## src/rtl/parking_gate_ctrl.sv

```systemverilog
// parking_gate_ctrl
//   Gate-side controller feeding the parking occupancy counter. Two
//   independent gate machines (entry and exit) debounce their arrival and
//   pass sensors, check counter feedback, drive a barrier and emit car events.
//
// Ports
//   clk                   single clock, rising edge
//   reset                 asynchronous, active-low; clears all state/outputs
//   car_at_entry          entry loop detector
//   uni_badge_entry       university badge at entry (sampled in CHECK)
//   pass_entry            entry pass sensor beyond barrier
//   car_at_exit           exit loop detector
//   uni_badge_exit        university badge at exit (sampled in CHECK)
//   pass_exit             exit pass sensor
//   uni_is_vacated_space  counter feedback, uni space free
//   is_vacated_space      counter feedback, free space available
//   uni_parked_car [8:0]  counter feedback, uni cars parked
//   parked_car     [8:0]  counter feedback, free cars parked
//   car_entered / is_uni_car_entered   entry event pulse + class
//   car_exited  / is_uni_car_exited    exit event pulse + class
//   barrier_entry / barrier_exit       1 = barrier open
//   deny_entry / deny_exit             one-cycle refusal pulses
//
// Event semantics: car_entered, car_exited, deny_entry and deny_exit are
// single-cycle registered strobes with no back-pressure; the consumer must
// take them the cycle they are high. The is_uni_* class bits are only
// meaningful (and only nonzero) while their strobe is high.

// Saturating debouncer: level is 1 once DEBOUNCE consecutive high samples
// have been seen, any low sample restarts the count.
module parking_gate_debounce #(
  parameter int DEBOUNCE = 4
) (
  input  logic clk,
  input  logic reset,
  input  logic sample,
  output logic level
);
  localparam int CW = $clog2(DEBOUNCE + 1);

  logic [CW-1:0] cnt;

  always_ff @(posedge clk or negedge reset) begin
    if (!reset) begin
      cnt <= '0;
    end else if (!sample) begin
      cnt <= '0;
    end else if (cnt != CW'(DEBOUNCE)) begin
      cnt <= cnt + 1'b1;
    end
  end

  assign level = (cnt == CW'(DEBOUNCE));
endmodule

// One gate machine. The grant decision is supplied by the parent as two
// class-specific permissions, so entry and exit share this code.
module parking_gate_fsm #(
  parameter int OPEN_TIMEOUT = 200,
  parameter int CLOSE_HOLD   = 8
) (
  input  logic clk,
  input  logic reset,
  input  logic arrive,      // debounced arrival
  input  logic pass_rise,   // one-cycle debounced pass rise
  input  logic badge,       // raw badge, latched in CHECK
  input  logic grant_uni,   // permission for a uni car
  input  logic grant_free,  // permission for a free car
  output logic barrier,
  output logic event_pulse,
  output logic event_uni,
  output logic deny
);
  localparam int TW = $clog2(OPEN_TIMEOUT + 1);
  localparam int HW = $clog2(CLOSE_HOLD + 1);

  typedef enum logic [2:0] {
    S_IDLE,
    S_CHECK,
    S_OPEN,
    S_DENY,
    S_HOLD
  } state_t;

  state_t        state;
  state_t        state_nxt;
  logic [TW-1:0] timer;
  logic [HW-1:0] hold_cnt;
  logic          cls;
  logic          granted;
  logic          event_nxt;
  logic          deny_nxt;

  // Decision uses the live badge because the class register is loaded on
  // the same edge that leaves CHECK.
  assign granted = badge ? grant_uni : grant_free;

  always_comb begin
    state_nxt = state;
    event_nxt = 1'b0;
    deny_nxt  = 1'b0;
    case (state)
      S_IDLE:  if (arrive) state_nxt = S_CHECK;
      S_CHECK: begin
        if (granted) begin
          state_nxt = S_OPEN;
        end else begin
          state_nxt = S_DENY;
          deny_nxt  = 1'b1;
        end
      end
      S_OPEN: begin
        // A pass in the last open cycle still counts as a pass.
        if (pass_rise) begin
          state_nxt = S_HOLD;
          event_nxt = 1'b1;
        end else if (timer == TW'(OPEN_TIMEOUT - 1)) begin
          state_nxt = S_HOLD;
        end
      end
      // Leaving DENY only after the car is gone refuses each car once.
      S_DENY:  if (!arrive) state_nxt = S_IDLE;
      S_HOLD:  if (hold_cnt == HW'(CLOSE_HOLD - 1)) state_nxt = S_IDLE;
      default: state_nxt = S_IDLE;
    endcase
  end

  always_ff @(posedge clk or negedge reset) begin
    if (!reset) begin
      state       <= S_IDLE;
      timer       <= '0;
      hold_cnt    <= '0;
      cls         <= 1'b0;
      event_pulse <= 1'b0;
      event_uni   <= 1'b0;
      deny        <= 1'b0;
    end else begin
      state       <= state_nxt;
      event_pulse <= event_nxt;
      event_uni   <= event_nxt & cls;
      deny        <= deny_nxt;
      if (state == S_CHECK) begin
        cls   <= badge;
        timer <= '0;
      end else if (state == S_OPEN && timer != TW'(OPEN_TIMEOUT)) begin
        timer <= timer + 1'b1;
      end
      if (state != S_HOLD) begin
        hold_cnt <= '0;
      end else if (hold_cnt != HW'(CLOSE_HOLD)) begin
        hold_cnt <= hold_cnt + 1'b1;
      end
    end
  end

  assign barrier = (state == S_OPEN);
endmodule

module parking_gate_ctrl #(
  parameter int DEBOUNCE     = 4,
  parameter int OPEN_TIMEOUT = 200,
  parameter int CLOSE_HOLD   = 8
) (
  input  logic       clk,
  input  logic       reset,
  input  logic       car_at_entry,
  input  logic       uni_badge_entry,
  input  logic       pass_entry,
  input  logic       car_at_exit,
  input  logic       uni_badge_exit,
  input  logic       pass_exit,
  input  logic       uni_is_vacated_space,
  input  logic       is_vacated_space,
  input  logic [8:0] uni_parked_car,
  input  logic [8:0] parked_car,
  output logic       car_entered,
  output logic       is_uni_car_entered,
  output logic       car_exited,
  output logic       is_uni_car_exited,
  output logic       barrier_entry,
  output logic       barrier_exit,
  output logic       deny_entry,
  output logic       deny_exit
);
  logic arrive_entry_deb;
  logic pass_entry_deb;
  logic arrive_exit_deb;
  logic pass_exit_deb;
  logic pass_entry_prev;
  logic pass_exit_prev;
  logic pass_entry_rise;
  logic pass_exit_rise;

  parking_gate_debounce #(.DEBOUNCE(DEBOUNCE)) u_deb_arrive_entry (
    .clk(clk), .reset(reset), .sample(car_at_entry), .level(arrive_entry_deb)
  );
  parking_gate_debounce #(.DEBOUNCE(DEBOUNCE)) u_deb_pass_entry (
    .clk(clk), .reset(reset), .sample(pass_entry), .level(pass_entry_deb)
  );
  parking_gate_debounce #(.DEBOUNCE(DEBOUNCE)) u_deb_arrive_exit (
    .clk(clk), .reset(reset), .sample(car_at_exit), .level(arrive_exit_deb)
  );
  parking_gate_debounce #(.DEBOUNCE(DEBOUNCE)) u_deb_pass_exit (
    .clk(clk), .reset(reset), .sample(pass_exit), .level(pass_exit_deb)
  );

  // Rise flags: a sensor held high produces one pass, never a stream.
  always_ff @(posedge clk or negedge reset) begin
    if (!reset) begin
      pass_entry_prev <= 1'b0;
      pass_exit_prev  <= 1'b0;
    end else begin
      pass_entry_prev <= pass_entry_deb;
      pass_exit_prev  <= pass_exit_deb;
    end
  end

  assign pass_entry_rise = pass_entry_deb & ~pass_entry_prev;
  assign pass_exit_rise  = pass_exit_deb & ~pass_exit_prev;

  parking_gate_fsm #(.OPEN_TIMEOUT(OPEN_TIMEOUT), .CLOSE_HOLD(CLOSE_HOLD)) u_entry (
    .clk        (clk),
    .reset      (reset),
    .arrive     (arrive_entry_deb),
    .pass_rise  (pass_entry_rise),
    .badge      (uni_badge_entry),
    .grant_uni  (uni_is_vacated_space),
    .grant_free (is_vacated_space),
    .barrier    (barrier_entry),
    .event_pulse(car_entered),
    .event_uni  (is_uni_car_entered),
    .deny       (deny_entry)
  );

  // Exit is allowed only if the counter has a car of that class parked.
  parking_gate_fsm #(.OPEN_TIMEOUT(OPEN_TIMEOUT), .CLOSE_HOLD(CLOSE_HOLD)) u_exit (
    .clk        (clk),
    .reset      (reset),
    .arrive     (arrive_exit_deb),
    .pass_rise  (pass_exit_rise),
    .badge      (uni_badge_exit),
    .grant_uni  (|uni_parked_car),
    .grant_free (|parked_car),
    .barrier    (barrier_exit),
    .event_pulse(car_exited),
    .event_uni  (is_uni_car_exited),
    .deny       (deny_exit)
  );
endmodule

```

## config.mk

```make
export PLATFORM = sky130hd
export DESIGN_NAME = parking_gate_ctrl
export DESIGN_NICKNAME = d
export VERILOG_FILES = /design/src/rtl/parking_gate_ctrl.sv
export SDC_FILE = /design/constraint.sdc
export NUM_CORES = 1
export LEC_CHECK = 0
export ABC_AREA = 1
export ABC_CLOCK_PERIOD_IN_PS = 3410
export CAP_MARGIN = 0
export CORE_ASPECT_RATIO = 1.5
export CORE_MARGIN = 3
export CORE_UTILIZATION = 45
export DETAILED_ROUTE_END_ITERATION = 8
export GPL_TIMING_DRIVEN = 0
export PLACE_DENSITY_LB_ADDON = 0.12
export SLEW_MARGIN = 30
export SYNTH_ARGS = -nofsm -noshare
export SYNTH_HDL_FRONTEND = slang
export SYNTH_SLANG_ARGS = --single-unit
```

## constraint.sdc

```tcl
create_clock -name clk -period 3.41 [get_ports clk]
set_clock_uncertainty 0.05 [all_clocks]
set_input_delay 0.682 -clock clk [delete_from_list [all_inputs] [get_ports clk]]
set_output_delay 0.682 -clock clk [all_outputs]
set_load 0.02 [all_outputs]
```

==> reports/results.md <==
| Group | Parameter | This run |
| --- | --- | --- |
| synthesis | Synthesized-area fraction occupied by xor and xnor cells | 0.0186 |
| sta | Final worst path period share | 0.732 |
| placement | Instance count after placement with tap cells included | 457 |
| finish | Area of the multi-input gates | 1280 um^2 |
| sta | Accumulated negative setup slack | 0 ns |
| finish | Clock buffer count in the final layout | 5 |
| sta | Final setup slack of the worst path | 0.915 ns |
| finish | Sequential cell area | 1300 um^2 |
| finish | Number of non-clock inverters in the layout | 60 |
| worst setup path | Arrival time at the worst endpoint | 1.76 ns |
| sta | Worst-case headroom to the max-slew limit | 0.712 |
| placement | Gpl congestion | 0.813 |
| clock tree | Hold-fix buffers at CTS | 0 |
| route | Drt first-iter violations | 77 |
| clock tree | TritonCTS Buffers | 5 |
| clock tree | Setup repair bufs after CTS | 0 |
| worst setup path | CP startpoint kind | register |
| worst setup path | CP Capture Point | barrier_entry |
| job | Stage-log warning count | 34 |
| placement | Area after DPL | 3290 um^2 |
| global route | Wire length of the first global-routing pass | 8940 um |
| finish | Most common logic cells in the final layout | sky130_fd_sc_hd__nand2_1, sky130_fd_sc_hd__inv_1, sky130_fd_sc_hd__dfrtp_1 |
| worst setup path | Buffer and inverter count on the worst path | 3 |
| global route | Pin count of the biggest net entering global routing | 42 |
| worst setup path | Crit Reg-Reg Startpoint | u_entry.timer[0] |
| global route | Layer carrying the most global-route usage | met2 |
| global route | Gr ovfl total | 0 |
| finish | Net count of the finished layout | 436 |
| power and ir drop | Switching Share | 0.326 |
| finish | # fillers | 569 |
| synthesis | Proportion of register bits with asynchronous set or reset after synthesis | 1.00 |
| finish | Non-clock buffers, area share | 0.113 |
| floorplanning | Die area | 7300 um^2 |
| worst setup path | Category of the worst setup path capture point | output pin |
| synthesis | Cell variety after synth | 35 |
| finish | FF+latch count | 52 |
| clock tree | Buffers from clock root to sink, at most | 2 |
| global route | Met2 track demand over resource | 0.294 |
| route | Top layer in use | met4 |
| route | Sum of met3 wire segment lengths after detailed routing | 139 um |
| power and ir drop | Sw Pwr | 0.000624 W |
| power and ir drop | Post-layout power | 0.00192 W |
| global route | GR met1 Demand/Resource | 0.162 |
| floorplanning | Number of tapcells | 72 |
| finish | Count of plain and timing-repair buffers | 39 |
| synthesis | Area share of fa/ha/maj cells after synthesis | 0.0707 |
| worst setup path | CP peak stage delay | 0.61 ns |
| min path | HP Class | in2async |
| sta | Min cycle time layout | 2.50 ns |
| route | WL/cell | 11.3 um |
| synthesis | Main logic family after synthesis | simple AND/OR/NAND/NOR gates |
| synthesis | Top post-synthesis cells by count | sky130_fd_sc_hd__nand2_1, sky130_fd_sc_hd__inv_1, sky130_fd_sc_hd__dfrtp_1 |
| synthesis | Register bit total from synthesis | 52 |
| worst setup path | Start point of the critical path | u_entry.state[2] |
| route | Routed length on met1 | 2150 um |
| job | Reported max-cap violation count | 0 |
| power and ir drop | Peak supply drop | 0.000323 V |
| floorplanning | Number of top-level design ports | 36 |
| clock tree | Post_cts resized | 0 |
| sta | Total count of hold-check failures in the final report | 0 |
| placement | Post-Place Worst Slack | 1.25 ns |
| synthesis | Synthesized instance count | 349 |
| clock tree | Clock latency of the later-clocked register in the worst-skew pair | 0.30 ns |
| finish | Most common library cell in the layout ignoring fill and taps | sky130_fd_sc_hd__nand2_1 |
| placement | HPWL after detailed placement | 4030 um |
| route | Number of nets with antenna violations after detailed routing | 0 |
| sta | Number of setup violations in the final report | 0 |
| worst setup path | Capturing point of the worst reg2reg path | u_entry.timer[6] |
| status | Run status | complete, no violations |
| route | WL met2 | 2910 um |
| floorplanning | Chip Height | 103 um |
| worst setup path | Required time at the endpoint of the critical path | 2.68 ns |
| finish | Number of inserted diodes | 0 |
| finish | Synthesis-to-finish area growth | 21.8% |
| synthesis | Synth Area in Simple Gates | 0.278 |
| synthesis | Cell count in the Yosys report | 349 |
| synthesis | Sequential-to-total area share from yosys stat | 0.459 |
| synthesis | Primary FF master, synth | sky130_fd_sc_hd__dfrtp_1 |
| power and ir drop | Power share of the combinational group | 0.286 |
| finish | Fin util | 0.579 |
| synthesis | Yosys stat chip area | 2830 um^2 |
| finish | Multi-input logic portion of the cell area | 0.372 |
| power and ir drop | Proportion of power drawn by the clock network | 0.296 |
| clock tree | Count of clock tree sinks | 52 |
| floorplanning | Width of the chip | 70.8 um |
| sta | Unrepaired setup endpoints after global routing | no |
| synthesis | Largest cells by area after synthesis | sky130_fd_sc_hd__dfrtp_1, sky130_fd_sc_hd__nand2_1, sky130_fd_sc_hd__inv_1 |
| route | Iteration count of the initial detailed-routing pass | 4 |
| finish | Flop share of the area | 0.377 |
| power and ir drop | Power in the clock group | 0.000567 W |
| clock tree | Maximum level of the CTS H-tree | 2 |
| clock tree | Clock root cell | sky130_fd_sc_hd__clkbuf_8 |
| sta | Final Hold Slack | 0.155 ns |
| synthesis | And-or/or-and share of the synthesized area | 0.0857 |
| route | DR DRC count | 0 |
| floorplanning | Initial standard-cell utilization of the core | 0.476 |
| synthesis | Share of the synthesized area in the top cell type | 0.459 |
| worst setup path | Stages on worst setup path | 4 |
| worst setup path | WS Path Type | reg2out |
| synthesis | Most common cell in the synthesized netlist | sky130_fd_sc_hd__nand2_1 |
| power and ir drop | Portion of total power attributed to sequential cells | 0.419 |
| power and ir drop | Largest Pwr Group | sequential cells |
| power and ir drop | Lkg Pwr | 1.74 nW |
| synthesis | MUX area fraction | 0 |
| clock tree | Clk slew on worst S/H paths | 0.09 ns |
| sta | Count of pins over their slew limit | 0 |
| route | Via/cell ratio | 4.99 |
| worst setup path | Number of cells traversed by the worst register-to-register path | 9 |
| sta | Maximum achievable frequency | 0.401 GHz |
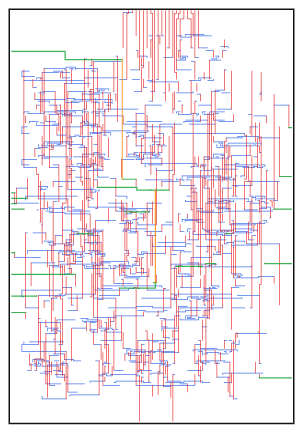
*Signal wires by layer*
Scale: 4 px per um.
- green: met3 (wire length 139 um)
- orange: met4 (wire length 53.0 um)
- blue: met1 (wire length 2150 um)
- red: met2 (wire length 2910 um)

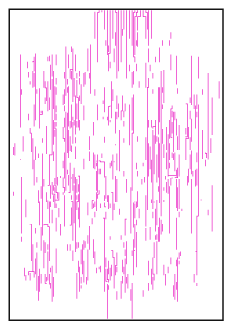
*Metal 2*
Scale: 3 px per um.
- share of all routed wire: 55%
- wire length on this layer: 2910 um

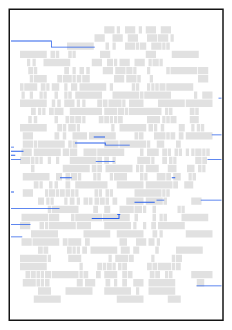
*The metal 3 layer*
Scale: 3 px per um.
- nets with wire on the layer: 20
- longest straight run: 15.9 um
- wire length on this layer: 139 um
- share of all routed wire: 2.7%
- main direction: horizontal
Total Wirelength: 5240 um
met3 track utilization from global routing: 0.0251
total via count after detailed routing: 2321

No activity file was given, so power comes from the tool's default toggle rates.
